<file path="src/rtl/cpu_ctrl_pkg.sv">
// Shared types and constants for the multi-cycle CPU control sequencer.
package cpu_ctrl_pkg;

    typedef enum logic [2:0] {
        StIdle,
        StFetch,
        StDecode,
        StExec,
        StMem,
        StWb,
        StHalt
    } state_e;

    localparam logic [3:0] OP_RTYPE = 4'b0000;
    localparam logic [3:0] OP_LW    = 4'b0100;
    localparam logic [3:0] OP_SW    = 4'b0101;
    localparam logic [3:0] OP_BEQ   = 4'b0110;
    localparam logic [3:0] OP_HALT  = 4'b1111;

    localparam logic [2:0] FN_ADD = 3'b000;
    localparam logic [2:0] FN_SUB = 3'b001;
    localparam logic [2:0] FN_SLT = 3'b010;

    localparam logic [1:0] ALU_ADD = 2'b00;
    localparam logic [1:0] ALU_SUB = 2'b01;
    localparam logic [1:0] ALU_SLT = 2'b10;

    // True for every opcode/funct pair the datapath can execute.
    function automatic logic is_legal(input logic [3:0] op, input logic [2:0] funct);
        logic ok;
        ok = 1'b0;
        case (op)
            OP_RTYPE: ok = (funct == FN_ADD) || (funct == FN_SUB) || (funct == FN_SLT);
            OP_LW, OP_SW, OP_BEQ, OP_HALT: ok = 1'b1;
            default: ok = 1'b0;
        endcase
        return ok;
    endfunction

    // R-type funct to ALU operation; only called for legal functs.
    function automatic logic [1:0] funct_to_alu(input logic [2:0] funct);
        logic [1:0] op;
        op = ALU_ADD;
        case (funct)
            FN_SUB:  op = ALU_SUB;
            FN_SLT:  op = ALU_SLT;
            default: op = ALU_ADD;
        endcase
        return op;
    endfunction

endpackage

</file>
<file path="src/rtl/cpu_ctrl_decode.sv">
// Combinational control decode: state plus latched op/funct to datapath controls.
module cpu_ctrl_decode
    import cpu_ctrl_pkg::*;
(
    input  logic       [2:0] state_i,
    input  logic       [3:0] op_i,
    input  logic       [2:0] funct_i,
    input  logic             alu_zero_i,
    output logic             pc_we_o,
    output logic             pc_src_o,
    output logic             reg_we_o,
    output logic             reg_dst_o,
    output logic             alu_src_o,
    output logic       [1:0] alu_op_o,
    output logic             mem_re_o,
    output logic             mem_we_o,
    output logic             wb_sel_o,
    output logic             illegal_o,
    output logic             halted_o
);

    state_e state;
    assign state = state_e'(state_i);

    // Moore decode; the beq PC enable is the only term gated by a live input.
    always_comb begin
        pc_we_o   = 1'b0;
        pc_src_o  = 1'b0;
        reg_we_o  = 1'b0;
        reg_dst_o = 1'b0;
        alu_src_o = 1'b0;
        alu_op_o  = ALU_ADD;
        mem_re_o  = 1'b0;
        mem_we_o  = 1'b0;
        wb_sel_o  = 1'b0;
        illegal_o = 1'b0;
        halted_o  = 1'b0;
        case (state)
            StFetch: pc_we_o = 1'b1;
            StDecode: illegal_o = !is_legal(op_i, funct_i);
            StExec: begin
                case (op_i)
                    OP_RTYPE: alu_op_o = funct_to_alu(funct_i);
                    OP_LW, OP_SW: alu_src_o = 1'b1;
                    OP_BEQ: begin
                        alu_op_o = ALU_SUB;
                        pc_src_o = 1'b1;
                        pc_we_o  = alu_zero_i;
                    end
                    default: ;
                endcase
            end
            StMem: begin
                alu_src_o = 1'b1;
                mem_re_o  = (op_i == OP_LW);
                mem_we_o  = (op_i == OP_SW);
            end
            StWb: begin
                reg_we_o = 1'b1;
                if (op_i == OP_LW) begin
                    alu_src_o = 1'b1;
                    wb_sel_o  = 1'b1;
                end else begin
                    reg_dst_o = 1'b1;
                    alu_op_o  = funct_to_alu(funct_i);
                end
            end
            StHalt: halted_o = 1'b1;
            default: ;
        endcase
    end

endmodule

</file>
<file path="src/rtl/cpu_ctrl_fsm.sv">
// Multi-cycle control sequencer: state register, op/funct latch, optional counters.
// Optional performance counters are built when CPU_CTRL_PERF_EN is defined.
module cpu_ctrl_fsm
    import cpu_ctrl_pkg::*;
#(
    parameter int unsigned CNT_W = 16
) (
    input  logic              CLK,
    input  logic              RST_N,
    input  logic              START,
    input  logic       [15:0] instr,
    input  logic              alu_zero,
    output logic              pc_we,
    output logic              pc_src,
    output logic              reg_we,
    output logic              reg_dst,
    output logic              alu_src,
    output logic       [1:0]  alu_op,
    output logic              mem_re,
    output logic              mem_we,
    output logic              wb_sel,
    output logic              illegal,
    output logic              halted
`ifdef CPU_CTRL_PERF_EN
    ,
    output logic [CNT_W-1:0]  cyc_cnt,
    output logic [CNT_W-1:0]  inst_cnt
`endif
);

    state_e     state_q, state_d;
    logic [3:0] op_q, op_d;
    logic [2:0] funct_q, funct_d;

    // Register fields other than op/funct belong to the datapath.
    logic unused_instr;
    assign unused_instr = ^instr[11:3];

    // Next state and op/funct capture on the FETCH->DECODE edge.
    always_comb begin
        state_d = state_q;
        op_d    = op_q;
        funct_d = funct_q;
        case (state_q)
            StIdle: if (START) state_d = StFetch;
            StFetch: begin
                state_d = StDecode;
                op_d    = instr[15:12];
                funct_d = instr[2:0];
            end
            StDecode: begin
                if (!is_legal(op_q, funct_q)) state_d = StFetch;
                else if (op_q == OP_HALT)     state_d = StHalt;
                else                          state_d = StExec;
            end
            StExec: begin
                if (op_q == OP_RTYPE)                        state_d = StWb;
                else if ((op_q == OP_LW) || (op_q == OP_SW)) state_d = StMem;
                else                                         state_d = StFetch;
            end
            StMem:  state_d = (op_q == OP_LW) ? StWb : StFetch;
            StWb:   state_d = StFetch;
            StHalt: state_d = StHalt;
            default: state_d = StIdle;
        endcase
    end

    // State and latched instruction fields.
    always_ff @(posedge CLK or negedge RST_N) begin
        if (!RST_N) begin
            state_q <= StIdle;
            op_q    <= OP_RTYPE;
            funct_q <= FN_ADD;
        end else begin
            state_q <= state_d;
            op_q    <= op_d;
            funct_q <= funct_d;
        end
    end

    cpu_ctrl_decode u_decode (
        .state_i    (state_q),
        .op_i       (op_q),
        .funct_i    (funct_q),
        .alu_zero_i (alu_zero),
        .pc_we_o    (pc_we),
        .pc_src_o   (pc_src),
        .reg_we_o   (reg_we),
        .reg_dst_o  (reg_dst),
        .alu_src_o  (alu_src),
        .alu_op_o   (alu_op),
        .mem_re_o   (mem_re),
        .mem_we_o   (mem_we),
        .wb_sel_o   (wb_sel),
        .illegal_o  (illegal),
        .halted_o   (halted)
    );

`ifdef CPU_CTRL_PERF_EN
    logic [CNT_W-1:0] cyc_cnt_q, inst_cnt_q;

    // Active-cycle and fetch counters; both hold in IDLE and HALT.
    always_ff @(posedge CLK or negedge RST_N) begin
        if (!RST_N) begin
            cyc_cnt_q  <= '0;
            inst_cnt_q <= '0;
        end else begin
            if ((state_q != StIdle) && (state_q != StHalt)) cyc_cnt_q <= cyc_cnt_q + CNT_W'(1);
            if (state_q == StFetch) inst_cnt_q <= inst_cnt_q + CNT_W'(1);
        end
    end

    assign cyc_cnt  = cyc_cnt_q;
    assign inst_cnt = inst_cnt_q;
`else
    logic [CNT_W-1:0] unused_cnt_w;
    assign unused_cnt_w = '0;
`endif

endmodule

</file>
<file path="config.mk">
export PLATFORM = sky130hd
export DESIGN_NAME = cpu_ctrl_fsm
export DESIGN_NICKNAME = d
export VERILOG_FILES = /design/src/rtl/cpu_ctrl_pkg.sv /design/src/rtl/cpu_ctrl_decode.sv /design/src/rtl/cpu_ctrl_fsm.sv
export SDC_FILE = /design/constraint.sdc
export NUM_CORES = 1
export LEC_CHECK = 0
export CAP_MARGIN = 30
export CORE_ASPECT_RATIO = 1.5
export CORE_MARGIN = 1
export CORE_UTILIZATION = 30
export DETAILED_ROUTE_END_ITERATION = 16
export PLACE_DENSITY = 0.69
export SLEW_MARGIN = 20
export SYNTH_ARGS = -nofsm -noshare
export SYNTH_HDL_FRONTEND = slang
export SYNTH_SLANG_ARGS = --single-unit
</file>
<file path="constraint.sdc">
create_clock -name CLK -period 2.4 [get_ports CLK]
set_input_delay 0.6 -clock CLK [delete_from_list [all_inputs] [get_ports CLK]]
set_output_delay 0.6 -clock CLK [all_outputs]
set_load 0.02 [all_outputs]
</file>
==> impl_metrics.toml <==
# flow metrics
[finish]
largest-register = "op_q"
logic_area_um2 = 374
logic_gates = 51
clock_area_frac = 0.0374
final_cell_area_um2 = 970
drive_above_1_share = 0.313
final_nets = 120
largestClassByArea = "multi-input combinational cells"
nClkBuffers = 4
fillers = 206
largest_reg_flops = 4
buffer_area_frac = 0.274
n_all_inverters = 3

[synthesis]
synth-xor-area-share = 0
synth-edff-count = 0
ys_cells = 68
top_cell = "dfrtp_1"
synth-simple-area-share = 0.281
ys_chip_area_um2 = 673
mux_area_frac = 0.100
yosys-top-cells-count = "10 x dfrtp_1, 6 x mux2_2, 5 x a21oi_1"
synthCells = 68
async_flop_share = 1.00
syn_nets = 88
aoi_share = 0.175
top_area_frac = 0.372
ys_sh_adder = 0
top_cells_by_area = "dfrtp_1 37%, mux2_2 10%, a21oi_1 3.7%"
ys_seq_frac = 0.372
topCombFamilyByArea = "simple AND/OR/NAND/NOR gates"
avgSynthCellArea_um2 = 9.90
yosysWarnings = 0
synth_flops = 10

[routing]
routed-via-count = 623
ant_nets = 0
drt-initial-drc-count = 1
routed_wirelength_mm = 1.48
first_pass_iters = 2
routed.top_layer = "met4"
wl_per_cell_um = 12.3
drt-vias-per-instance = 5.15
dr_wl_met3_um = 39

[grt]
grt_pass1_vias = 563
track_usage = 0.147
met1_usage = 0.190
grt_max_degree = 11
antenna_found_initial = 0
use_met2 = 0.222
grt_overflow = 0

[clocking]
cts_buffers = 3
cts_tree = "built"
cts_hold_buffers = 0
ctsResizeCount = 16
clock-sinks = 10

[setup_path]
critPathRequiredTime_ns = 1.80
critPathSlowestCell = "or4b_4"
crit_path_end = "alu_op[1]"
crit_path_max_fanout = 9
cp_num_cells = 4
end_kind = "output port"
worstSetupPathType = "reg -> out"
crit_start = "op_q[3]"
timing.reg2reg.setup_slack_ns = 0.99
start_kind = "flip-flop"
cp.arrival_ns = 1.74
cp_slowest_stage_delay_ns = 0.58

[placed_design]
hpwlAfterDp_mm = 1.19
pre_cts_ws_ns = -0.0475
dpl.cell_count = 117
dpl_cell_area_um2 = 951

[final_timing]
finalMaxSlewViolations = 0
timing.final.ws_setup_ns = 0.0625
finalHoldWorstSlack_ns = 0.569
setup_viol = 0
max_freq_mhz = 428
tns_ns = 0
fin_worst_skew_ns = 0.00144
rsz0062_at_grt = "yes"
finalHoldViolations = 0

[job]
cap_violations = 0
warning_count = 37

[power_and_ir_drop]
pg_comb_uw = 610
power.leakage_uw = 0.000448
p_sw_frac = 0.396
p_switching_uw = 452
peakVddDrop_mv = 0.555
pg_seq_uw = 387
power_frac_seq = 0.339
p_comb_frac = 0.534

[min_path]
min_path_type = "reg -> reg"
min_path_cells = 1

[floorplan]
num_rows = 20
fp_util = 0.324
taps = 22
die_x_um = 40.7
ios = 32

[outcome]
status = "finished clean"
### Clock distribution

Scale: 6 px per um.
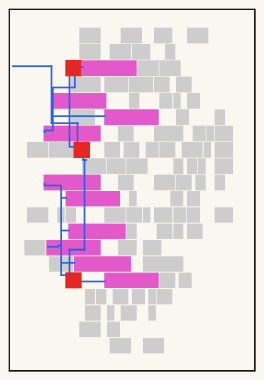
[clock wires] blue | length: 121 um
[clock-net drivers] red | count: 3
[flip-flops] magenta | count: 10
routed clock nets: 4
Clock Power: 145 uW
Clock Latency Late Sink: 0.26 ns

### Selected gate families

Scale: 10 px per um.
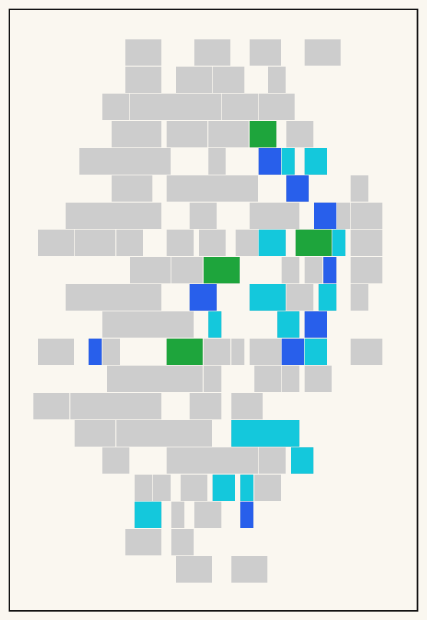
| family | color | cells |
|---|---|---|
| nand cells | blue | 9 |
| non-inverting ao/oa cells | green | 4 |
| nor cells | cyan | 14 |
combinational fraction of the cell area: 0.386
Top cell excl fill/tap: clkdlybuf4s50_1
Non-Filler Instances: 121

### I/O pins on the die edge

Scale: 4 px per um. Pins as bars across the die edge, other pins in gray.
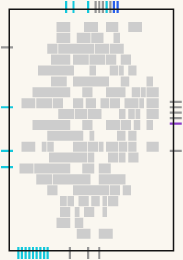
| port | color | pins | direction | edge |
|---|---|---|---|---|
| alu_op | blue | 2 | output | top |
| instr | cyan | 16 | input | 9 bottom, 4 top, 3 left |
| mem_re | purple | 1 | output | right |

### Wiring heat map

Scale: 6 px per um. 8 x 12 tiles, from white (low) to dark blue (high), scaled to the fullest tile. Values are wire area over tile area, all layers added.
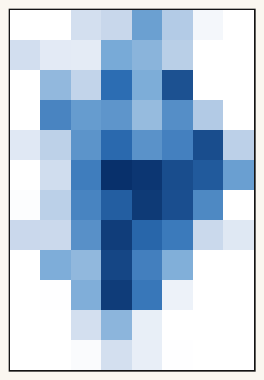
mean over tiles: 0.094
densest ninth of the die: center
emptiest ninth of the die: lower right
tiles over half the peak: 32%
fullest tile: 0.28
nearly empty tiles: 31%

### Routing congestion

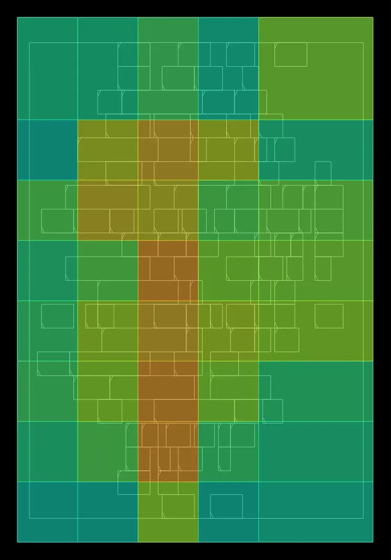
global route hottest layer: met2
final core occ: 0.467

Power figures rest on the tool's default switching activity, not on a simulated workload.
